Run 1, where the registers sit:
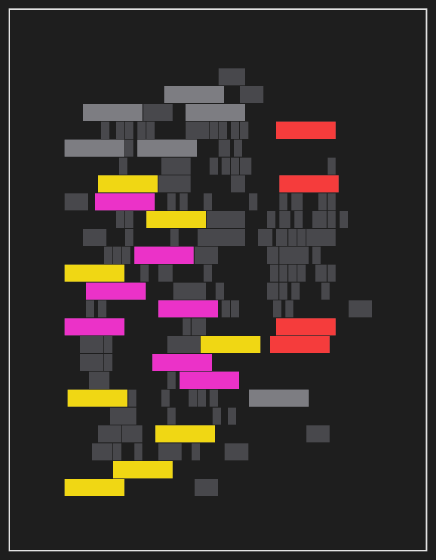
Run 1, gate families picked out:
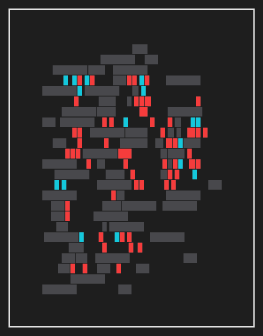
Run 1, power grid:
Pins as bars on the die edge.
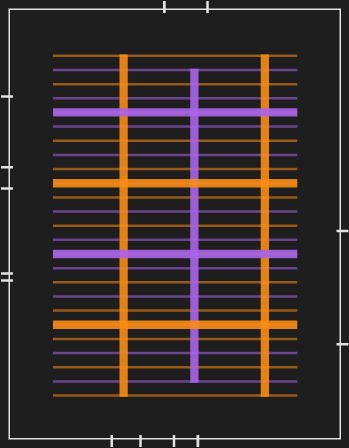
Run 1, met1 routing:
Supply wires on this layer in grey.
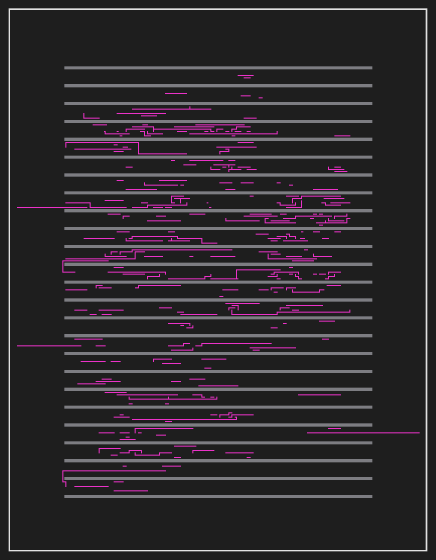
[src/rtl/phy_pkg.sv]
`default_nettype none
// ============================================================================
// Module      : phy_pkg
// Description : Shared PHY constants and the deserializer/serializer state type.
// Revision    : 1.0 - initial release
// ============================================================================
package phy_pkg;

    localparam logic [7:0] COMMA_BC           = 8'hBC;
    localparam int         DEFAULT_LOCK_COUNT = 4;

    typedef enum logic [1:0] {
        SEARCH = 2'd0,
        ALIGN  = 2'd1,
        ACTIVE = 2'd2
    } deser_state_t;

endpackage
`default_nettype wire

[src/rtl/comma_detector.sv]
`default_nettype none
// ============================================================================
// Module      : comma_detector
// Description : Serial shift register exposing the candidate byte (including the
//               bit on the wire this cycle) and its comparison against COMMA.
// Revision    : 1.0 - initial release
// ============================================================================
module comma_detector
    import phy_pkg::*;
#(
    parameter int               DATA_W = 8,
    parameter logic [DATA_W-1:0] COMMA = COMMA_BC
) (
    input  logic              clk_32f,
    input  logic              reset_L,
    input  logic              data_in,
    output logic [DATA_W-1:0] cand,
    output logic              is_comma
);

    logic [DATA_W-1:0] r_sh;

    always_ff @(posedge clk_32f or negedge reset_L) begin
        if (!reset_L) begin
            r_sh <= '0;
        end else begin
            r_sh <= {r_sh[DATA_W-2:0], data_in};
        end
    end

    // The candidate already holds the incoming bit so a match is seen on the LSB edge.
    assign cand     = {r_sh[DATA_W-2:0], data_in};
    assign is_comma = (cand == COMMA);

endmodule
`default_nettype wire

[src/rtl/serial_paralelo_8b.sv]
`default_nettype none
// ============================================================================
// Module      : serial_paralelo_8b
// Description : Comma-aligned serial-to-parallel deserializer; presents one byte
//               and a payload flag every 8 clocks once lock is achieved.
// Revision    : 1.0 - initial release
// ============================================================================
module serial_paralelo_8b
    import phy_pkg::*;
#(
    parameter int                DATA_W     = 8,
    parameter logic [DATA_W-1:0] COMMA      = COMMA_BC,
    parameter int                LOCK_COUNT = DEFAULT_LOCK_COUNT
) (
    input  logic              clk_32f,
    input  logic              reset_L,
    input  logic              data_in,
    output logic [DATA_W-1:0] data_out,
    output logic              valid_out,
    output logic              active
);

    localparam logic [3:0] c_LOCK_CNT = 4'(LOCK_COUNT);

    deser_state_t      r_state;
    deser_state_t      w_state_nxt;
    logic [2:0]        r_bit_cnt;
    logic [2:0]        w_bit_cnt_nxt;
    logic [3:0]        r_comma_cnt;
    logic [3:0]        w_comma_cnt_nxt;
    logic [3:0]        w_comma_inc;
    logic [DATA_W-1:0] r_data_out;
    logic [DATA_W-1:0] w_data_nxt;
    logic              r_valid_out;
    logic              w_valid_nxt;
    logic [DATA_W-1:0] w_cand;
    logic              w_is_comma;
    logic              w_boundary;

    comma_detector #(
        .DATA_W (DATA_W),
        .COMMA  (COMMA)
    ) u_comma_detector (
        .clk_32f  (clk_32f),
        .reset_L  (reset_L),
        .data_in  (data_in),
        .cand     (w_cand),
        .is_comma (w_is_comma)
    );

    assign w_boundary  = (r_bit_cnt == 3'd7);
    assign w_comma_inc = r_comma_cnt + 4'd1;

    always_ff @(posedge clk_32f or negedge reset_L) begin
        if (!reset_L) begin
            r_state     <= SEARCH;
            r_bit_cnt   <= 3'd0;
            r_comma_cnt <= 4'd0;
            r_data_out  <= '0;
            r_valid_out <= 1'b0;
        end else begin
            r_state     <= w_state_nxt;
            r_bit_cnt   <= w_bit_cnt_nxt;
            r_comma_cnt <= w_comma_cnt_nxt;
            r_data_out  <= w_data_nxt;
            r_valid_out <= w_valid_nxt;
        end
    end

    always_comb begin
        w_state_nxt     = r_state;
        w_bit_cnt_nxt   = r_bit_cnt + 3'd1;
        w_comma_cnt_nxt = r_comma_cnt;
        w_data_nxt      = r_data_out;
        w_valid_nxt     = r_valid_out;
        case (r_state)
            SEARCH: begin
                // Bit-sliding search: a hit fixes the byte phase from this edge on.
                if (w_is_comma) begin
                    w_bit_cnt_nxt   = 3'd0;
                    w_comma_cnt_nxt = 4'd1;
                    w_state_nxt     = (c_LOCK_CNT == 4'd1) ? ACTIVE : ALIGN;
                end
            end
            ALIGN: begin
                if (w_boundary) begin
                    if (w_is_comma) begin
                        w_comma_cnt_nxt = w_comma_inc;
                        if (w_comma_inc == c_LOCK_CNT) begin
                            w_state_nxt = ACTIVE;
                        end
                    end else begin
                        w_comma_cnt_nxt = 4'd0;
                        w_state_nxt     = SEARCH;
                    end
                end
            end
            ACTIVE: begin
                if (w_boundary) begin
                    w_data_nxt  = w_cand;
                    w_valid_nxt = !w_is_comma;
                end
            end
            default: begin
                w_state_nxt = SEARCH;
            end
        endcase
    end

    assign data_out  = r_data_out;
    assign valid_out = r_valid_out;
    assign active    = (r_state == ACTIVE);

endmodule
`default_nettype wire

[config.mk]
export PLATFORM = sky130hd
export DESIGN_NAME = serial_paralelo_8b
export DESIGN_NICKNAME = d
export VERILOG_FILES = /design/src/rtl/phy_pkg.sv /design/src/rtl/comma_detector.sv /design/src/rtl/serial_paralelo_8b.sv
export SDC_FILE = /design/constraint.sdc
export NUM_CORES = 1
export LEC_CHECK = 0
export ABC_AREA = 1
export CORE_ASPECT_RATIO = 1.4
export CORE_MARGIN = 8
export CORE_UTILIZATION = 35
export CTS_CLUSTER_DIAMETER = 200
export DETAILED_ROUTE_END_ITERATION = 8
export GPL_TIMING_DRIVEN = 0
export PLACE_DENSITY = 0.54
export SYNTH_ARGS = -nofsm -noshare
export SYNTH_HDL_FRONTEND = slang
export SYNTH_SLANG_ARGS = --single-unit
export TNS_END_PERCENT = 5
[constraint.sdc]
create_clock -name clk_32f -period 3.6 [get_ports clk_32f]
set_input_delay 0.54 -clock clk_32f [delete_from_list [all_inputs] [get_ports clk_32f]]
set_output_delay 0.54 -clock clk_32f [all_outputs]
set_load 0.02 [all_outputs]
==> run notes, run 1 <==
fresh numbers from the pnr run: Final Cycle Share 0.558, status finished clean, CTS sink count 25, Log Warnings 27, fraction of area in registers 0.477, maximum vdd drop 0.000270 V, max_slew headroom 0.266, leak pwr 0.651 nW, Filler cells 331, H-tree Lvls 1, Residual DRC 0, vias in the first global route roughly 850, Tmin final about 2 ns, die width 63.3 um, Overflow after GRT 0, critical path arrival between 1 and 1.5 ns, Init Core Util 0.358, Net Sw Frac 0.216, 1st-iter DRT viols 10, critical path launch point type flop, flip-flops 25, # rows 24, logic area between 400 and 500 um2, Mapped Avg Cell Area between 9 and 10 um2, CTS tree built, Inverters, non-clock 16, port buffer count 12, accumulated negative setup slack 0 ns, hold_ws 0.398 ns, crit-path max FO 5, Main power group registers, nets 142, Max Fclk 0.498 GHz, clock buffers 4, antenna violations before repair 0, Sequential Power Share 0.606, CP endpoint kind primary output, RSZ-0062 raised after global routing false, wire length on met1 820 um, Antenna Violating Nets Remaining 0, M2 GR Usage 0.162
-- 'where the registers sit' (at the start) --
| colour | name in the netlist | flops |
|---|---|---|
| yellow | data_out | 8 |
| red | r_comma_cnt | 4 |
| magenta | u_comma_detector.r_sh | 7 |
not coloured: 6

-- 'gate families picked out' (at the start) --
| colour | family | cells | most used |
|---|---|---|---|
| red | NAND gates | 55 | nand2_1 |
| cyan | inverters | 16 | inv_1 |

-- 'power grid' (at the start) --
| colour | net |
|---|---|
| purple | VDD |
| orange | VSS |
met4 straps: 3
met1 rails: 25
signal pins: 13

-- 'met1 routing' (at the start) --
nets with wire on the layer: 127
share of all routed wire: 41%
GRT met1 Usage: 0.0906
Routed Wire Length: 2000 um
via count: 775

[run 1: cell usage in the layout, fill, tap and decap left out]
cell type | synthesis | final
nand2_1 | 49 | 49
dfrtp_1 | 25 | 25
clkdlybuf4s50_1 | 0 | 12
inv_1 | 9 | 9
inv_2 | 7 | 7
ha_1 | 4 | 4
nor2_2 | 3 | 3
nor2_1 | 3 | 3
o21ai_2 | 3 | 3
nand3_1 | 3 | 3
clkbuf_8 | 0 | 3
nor3_1 | 2 | 2
o21ai_1 | 2 | 2
nand3_2 | 1 | 1
nor2_4 | 1 | 1
nor2_8 | 1 | 1
buf_6 | 1 | 1
nand2_2 | 1 | 1
nand4_1 | 1 | 1
o21ai_0 | 1 | 1
o21ai_4 | 1 | 1
clkbuf_1 | 0 | 1
[run 1: cells in the mapped netlist]
master / number / area, um2
inv_2: 7 / 26.3
nor2_2: 3 / 18.8
nand4_1: 1 / 6.26
o21ai_0: 1 / 5.00
nand3_2: 1 / 10.0
nor3_1: 2 / 10.0
dfrtp_1: 25 / 626
buf_6: 1 / 11.3
o21ai_1: 2 / 10.0
o21ai_2: 3 / 26.3
nand2_2: 1 / 6.26
nor2_8: 1 / 20.0
ha_1: 4 / 50.1
nor2_1: 3 / 11.3
nand3_1: 3 / 15.0
inv_1: 9 / 33.8
nor2_4: 1 / 11.3
o21ai_4: 1 / 16.3
nand2_1: 49 / 184
[run 1: cells by family (layout without fill, tap and decap cells)]
family,count (synthesis),count (layout),share of synthesized area
compound gates,7,7,0.0525
fa+ha+maj,4,4,0.0456
buf+inv,17,33,0.0650
flops,25,25,0.570
simple gates,65,65,0.267
[run 1: stage by stage]
| stage | instances | total power, mW | instance area, um2 | setup slack [ns] | utilization |
|---|---|---|---|---|---|
| 2_1_floorplan | 118 | 0.312 | 1100 | 2.24 | - |
| 3_3_place_gp | 169 | 0.332 | 1270 | 1.68 | 0.413 |
| 3_5_place_dp | 169 | 0.333 | 1270 | 1.68 | 0.413 |
| 4_1_cts | 173 | 0.497 | 1310 | 1.58 | 0.428 |
| 5_1_grt | 173 | 0.508 | 1310 | 1.53 | 0.428 |
| 6_report | 173 | 0.486 | 1310 | 1.59 | 0.428 |
[run 1: flip-flops by register name, indices dropped and copies added (netlist names)]
| register | flops |
|---|---|
| r_bit_cnt | 3 |
| data_out | 8 |
| r_comma_cnt | 4 |
| u_comma_detector.r_sh | 7 |
| r_state | 2 |
| valid_out | 1 |
[run 1: path summary, 6_finish.rpt]
| path | from | depth (start not counted) | endpoint | slack [ns] |
|---|---|---|---|---|
| max in group asynchronous | reset_L | 1 | u_comma_detector.r_sh[4] | 2.08 |
| worst min register to register | u_comma_detector.r_sh[0] | 0 | u_comma_detector.r_sh[1] | 0.40 |
| min in group asynchronous | reset_L | 1 | r_comma_cnt[1] | 0.87 |
| worst min-delay path | u_comma_detector.r_sh[0] | 0 | u_comma_detector.r_sh[1] | 0.40 |
| worst max register to register | r_bit_cnt[0] | 8 | data_out[1] | 2.12 |
| worst max-delay path | r_state[0] | 2 | active | 1.59 |
[run 1: critical path, cell delays in order (launching register included)]
cell             delay (ns)
dfrtp_1                0.45
nor2_4                 0.14
clkdlybuf4s50_1        0.61
--- run 2 (diff from run 1) ---
==> constraint.sdc (replaced) <==
create_clock -name clk_32f -period 2 [get_ports clk_32f]
set_input_delay 0.3 -clock clk_32f [delete_from_list [all_inputs] [get_ports clk_32f]]
set_output_delay 0.3 -clock clk_32f [all_outputs]
set_load 0.02 [all_outputs]
Run 2, where the registers sit:
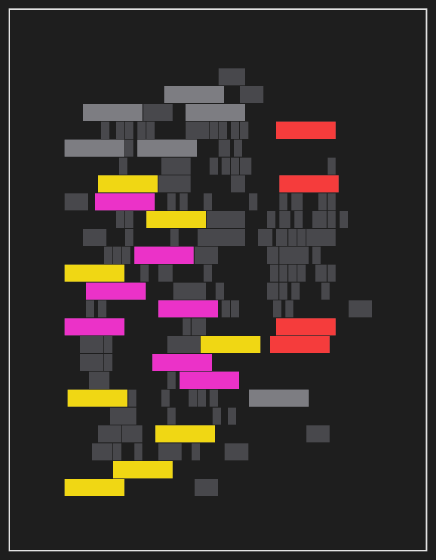
| colour | name in the netlist | flops |
|---|---|---|
| yellow | data_out | 8 |
| magenta | u_comma_detector.r_sh | 7 |
| red | r_comma_cnt | 4 |
not coloured: 6

==> run notes, run 2 <==
fresh numbers from the pnr run: max reg flops 8 (unchanged), Core Util, Final 0.428 (unchanged), H-tree Lvls 1 (unchanged), Top Layout Cells nand2_1, dfrtp_1, clkdlybuf4s50_1, inv_1, inv_2 (unchanged), maximum vdd drop 0.000487 V (was 0.000270 V), most common cell in the netlist nand2_1 (unchanged), CTS sink count 25 (unchanged), 1st-iter DRT viols 10 (unchanged), Log Warnings 27 (unchanged), status finished clean (unchanged), Sequential Power Share 0.606 (about the same), Mapped Avg Cell Area 9.30 um2 (unchanged), Routed Wire Length 2000 um (unchanged), Synth Flop Type dfrtp_1 (unchanged), max_slew headroom 0.266 (unchanged), Overflow after GRT 0 (unchanged), CTS tree built (unchanged), hold_ws 0.398 ns (unchanged), vias in the first global route 853 (unchanged), Residual DRC 0 (unchanged), Filler cells 331 (unchanged), Area leader share 0.570 (unchanged), Antenna Violating Nets Remaining 0 (unchanged), RSZ-0062 raised after global routing false (unchanged), Init Core Util 0.358 (unchanged), Final Cycle Share 0.884, EDFF count, synth 0 (unchanged), die width 63.3 um (unchanged), critical path launch point type flop (unchanged), Max Fclk 0.566 GHz, port buffer count 12 (unchanged), nets 142 (unchanged), antenna violations before repair 0 (unchanged), crit-path max FO 5 (unchanged), logic area 400 um2 (unchanged), Post-Place Cells 169 (unchanged), Tmin final 1.77 ns, post-synth top area cell dfrtp_1 (unchanged), Largest cells by area dfrtp_1, nand2_1, ha_1 (unchanged), # rows 24 (unchanged), CP endpoint kind primary output (unchanged), Cell Area, Placed 1270 um2 (unchanged), via count 775 (unchanged), Post-synth ARST share 1.00 (unchanged), Hold Path Depth 0 (unchanged), top cells by count nand2_1, dfrtp_1, inv_1 (unchanged)
Run 2, gate families picked out:
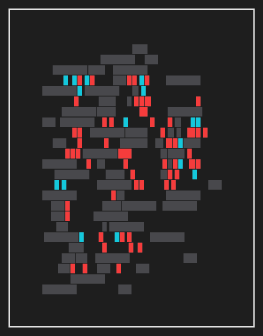
| colour | family | cells | most used |
|---|---|---|---|
| cyan | inverters | 16 | inv_1 |
| red | NAND gates | 55 | nand2_1 |
Final Non-Filler Cells: 173
combinational share of cell area: 0.305
top logic cell by instance count in the layout: nand2_1

==> run 2: per-stage QoR <==
step	total power [mW]	worst slack (ns)
after floorplan	0.562	0.639
after global placement	0.598	0.325
after detailed placement	0.599	0.319
after CTS	0.895	0.215
after global routing	0.915	0.175
final	0.875	0.232
==> run 2: final cells by class <==
cell class,count,share of cell area
well taps,39,0.0372
repair buffers,12,0.0916
flip-flops and latches,25,0.477
plain buffers,1,0.00859
clock buffers,4,0.0344
inverters,16,0.0458
multi-input cells,76,0.305
==> run 2: critical path, cell delays in order (launching register included) <==
cell             delay, ns
dfrtp_1               0.45
nor2_4                0.14
clkdlybuf4s50_1       0.61
==> run 2: path summary, 6_finish.rpt <==
check,slack [ns],to,start
max reg2reg,0.52,data_out[1],r_bit_cnt[0]
min reg2reg,0.40,u_comma_detector.r_sh[1],u_comma_detector.r_sh[0]
max,0.23,active,r_state[0]
max in group asynchronous,0.72,u_comma_detector.r_sh[4],reset_L
min,0.40,u_comma_detector.r_sh[1],u_comma_detector.r_sh[0]
min in group asynchronous,0.63,r_comma_cnt[1],reset_L
==> run 2: per-layer routing <==
layer,up-vias,share of wire,global-route usage
met1,371,0.41,0.0906
met4,0,0.021,0.0537
met2,9,0.54,0.162
met3,4,0.032,0.0229
li1,391,-,-
met5,-,0,0
==> run 2: power groups by stage <==
| stage | sequential, mW | combinational [mW] | clock (mW) |
|---|---|---|---|
| 4_1_cts | 0.530 | 0.0591 | 0.305 |
| 2_1_floorplan | 0.549 | 0.0133 | 0 |
| 6_report | 0.530 | 0.0566 | 0.288 |
| 3_3_place_gp | 0.540 | 0.0580 | 0 |
| 5_1_grt | 0.533 | 0.0639 | 0.319 |
| 3_5_place_dp | 0.540 | 0.0588 | 0 |
==> run 2: cells by family after synthesis <==
kind of cell               count (synthesis)  synth area share
buffers and inverters                     17            0.0650
adders and majority gates                  4            0.0456
AOI/OAI and AO/OA                          7            0.0525
and+or+nand+nor                           65             0.267
DFF                                       25             0.570
Run 2, met1 routing:
Supply wires on this layer in grey.
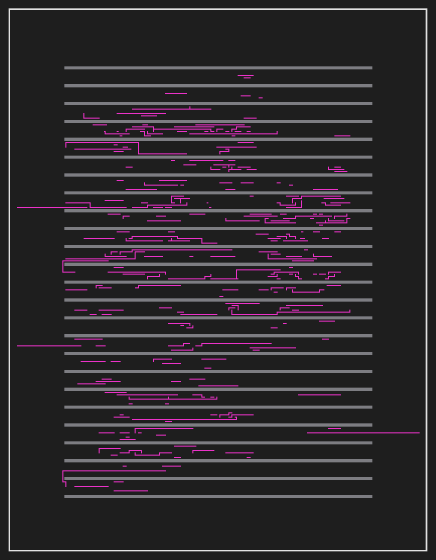

--- run 3 (diff from run 2) ---
--- a/config.mk
+++ b/config.mk
@@ -13,6 +13,7 @@
 export DETAILED_ROUTE_END_ITERATION = 8
 export GPL_TIMING_DRIVEN = 0
 export PLACE_DENSITY = 0.54
+export SLEW_MARGIN = 20
 export SYNTH_ARGS = -nofsm -noshare
 export SYNTH_HDL_FRONTEND = slang
 export SYNTH_SLANG_ARGS = --single-unit
Run 3, met1 routing:
Supply wires on this layer in grey.
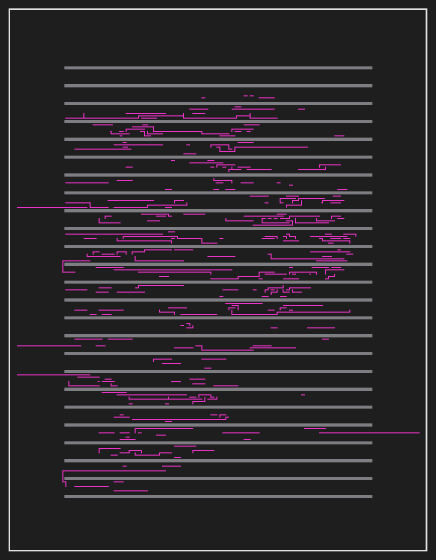
share of all routed wire: 44%
main direction: horizontal
wire length on this layer: 854 um
nets with wire on the layer: 127
GRT met1 Usage: 0.0965
via count: 769
Routed Wire Length: 1960 um

==> run notes, run 3 <==
fresh numbers from the pnr run: CTS tree built (unchanged), Top Layout Cells nand2_1, dfrtp_1, clkdlybuf4s50_1, inv_1, inv_2 (unchanged), CTS sink count 25 (unchanged), Final Cycle Share 0.883 (was 0.884), critical path launch point type flop (unchanged), max reg flops 8 (unchanged), port buffer count 12 (unchanged), hold_ws 0.0168 ns (was 0.398 ns), Max Fclk 0.566 GHz (about the same), 1st-iter DRT viols 23 (was 10), Tmin final 1.77 ns (about the same), top cells by count nand2_1, dfrtp_1, inv_1 (unchanged), top logic cell by instance count in the layout nand2_1 (unchanged), Log Warnings 27 (unchanged), EDFF count, synth 0 (unchanged), Cell Area, Placed 1260 um2 (was 1270 um2), antenna violations before repair 0 (unchanged), Net Sw Frac 0.213 (was 0.216), post-synth top area cell dfrtp_1 (unchanged), Overflow after GRT 0 (unchanged), Post-Place Cells 169 (unchanged), CTS Buf Count 3 (unchanged), Init Core Util 0.358 (unchanged), cell area after layout 1310 um2 (about the same), Late-Pin Clk Latency 0.26 ns (about the same), RSZ-0062 raised after global routing false (unchanged), critical path arrival 1.47 ns (about the same), Largest cells by area dfrtp_1, nand2_1, ha_1 (unchanged), Final Non-Filler Cells 173 (unchanged), Residual DRC 0 (unchanged), Sequential Power Share 0.609 (was 0.606), status finished clean (unchanged), leak pwr 0.651 nW (about the same), Area leader share 0.570 (unchanged), CP endpoint kind primary output (unchanged), die width 63.3 um (unchanged), Synth Flop Type dfrtp_1 (unchanged), Mapped Avg Cell Area 9.30 um2 (unchanged), nets 142 (unchanged), max_slew headroom 0.640 (was 0.266), # rows 24 (unchanged), Filler cells 343 (was 331), vias in the first global route 801 (was 853), Post-synth ARST share 1.00 (unchanged), accumulated negative setup slack 0 ns (unchanged), post-CTS setup buffers 0 (unchanged), final hold vios 0 (unchanged), maximum vdd drop 0.000503 V (was 0.000487 V)
Run 3, where the registers sit:
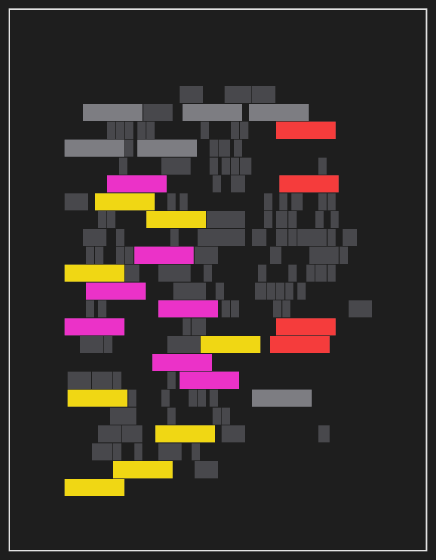
| colour | name in the netlist | flops |
|---|---|---|
| magenta | u_comma_detector.r_sh | 7 |
| yellow | data_out | 8 |
| red | r_comma_cnt | 4 |
fraction of area in registers: 0.479
FF+latch area: 626 um2
Core Util, Final: 0.426

## run 3: cell counts after synthesis
Identical to the previous run, type by type.
## run 3: power by group through the flow
stage / registers [mW] / logic, mW / clock network (mW)
after floorplan: 0.549 / 0.0133 / 0
after global placement: 0.540 / 0.0580 / 0
after detailed placement: 0.540 / 0.0578 / 0
after CTS: 0.530 / 0.0580 / 0.298
after global routing: 0.532 / 0.0621 / 0.315
final: 0.530 / 0.0552 / 0.285
## run 3: final timing paths
check | startpoint | endpoint | slack [ns] | cells past startpoint
max reg2reg | r_bit_cnt[0] | data_out[1] | 0.52 | 8
min reg2reg | u_comma_detector.r_sh[0] | u_comma_detector.r_sh[1] | 0.40 | 0
min | reset_L | u_comma_detector.r_sh[1] | 0.02 | 1
max | r_state[0] | active | 0.23 | 2
min in group clk_32f | u_comma_detector.r_sh[0] | u_comma_detector.r_sh[1] | 0.40 | 0
max in group asynchronous | reset_L | u_comma_detector.r_sh[4] | 1.62 | 1
## run 3: layer usage
layer / routed length, um / track usage
met4: 27 / 0.0403
met3: 57 / 0.0202
met2: 1020 / 0.154
met5: 0 / 0
met1: 854 / 0.0965
## run 3: logic make-up (layout without fill, tap and decap cells)
logic type | Yosys count | after routing | synth area share
adders and majority gates | 4 | 4 | 0.0456
and+or+nand+nor | 65 | 65 | 0.267
DFF | 25 | 25 | 0.570
AOI/OAI and AO/OA | 7 | 7 | 0.0525
buffers and inverters | 17 | 33 | 0.0650
## run 3: critical path: stages (launching register included)
cell and delay, ns:
dfrtp_1 0.45, nor2_4 0.14, clkdlybuf4s50_1 0.61
## run 3: area by class of cell
| cell class | instances | area, um2 | area share |
|---|---|---|---|
| sequential | 25 | 626 | 0.479 |
| multi-input combinational | 76 | 400 | 0.307 |
| timing repair buffer | 12 | 115 | 0.0881 |
| inverter | 16 | 60.1 | 0.0460 |
| tap | 39 | 48.8 | 0.0374 |
| clock buffer | 4 | 45.0 | 0.0345 |
| buffer | 1 | 11.3 | 0.00862 |
## run 3: through the flow
step / setup WS [ns] / util / total power [mW]
finish: 0.234 / 0.426 / 0.870
global route: 0.164 / 0.426 / 0.909
global placement: 0.325 / 0.413 / 0.598
detailed placement: 0.343 / 0.412 / 0.598
floorplan: 0.639 / - / 0.562
CTS: 0.221 / 0.426 / 0.887
Power and IR drop assume default switching activity.
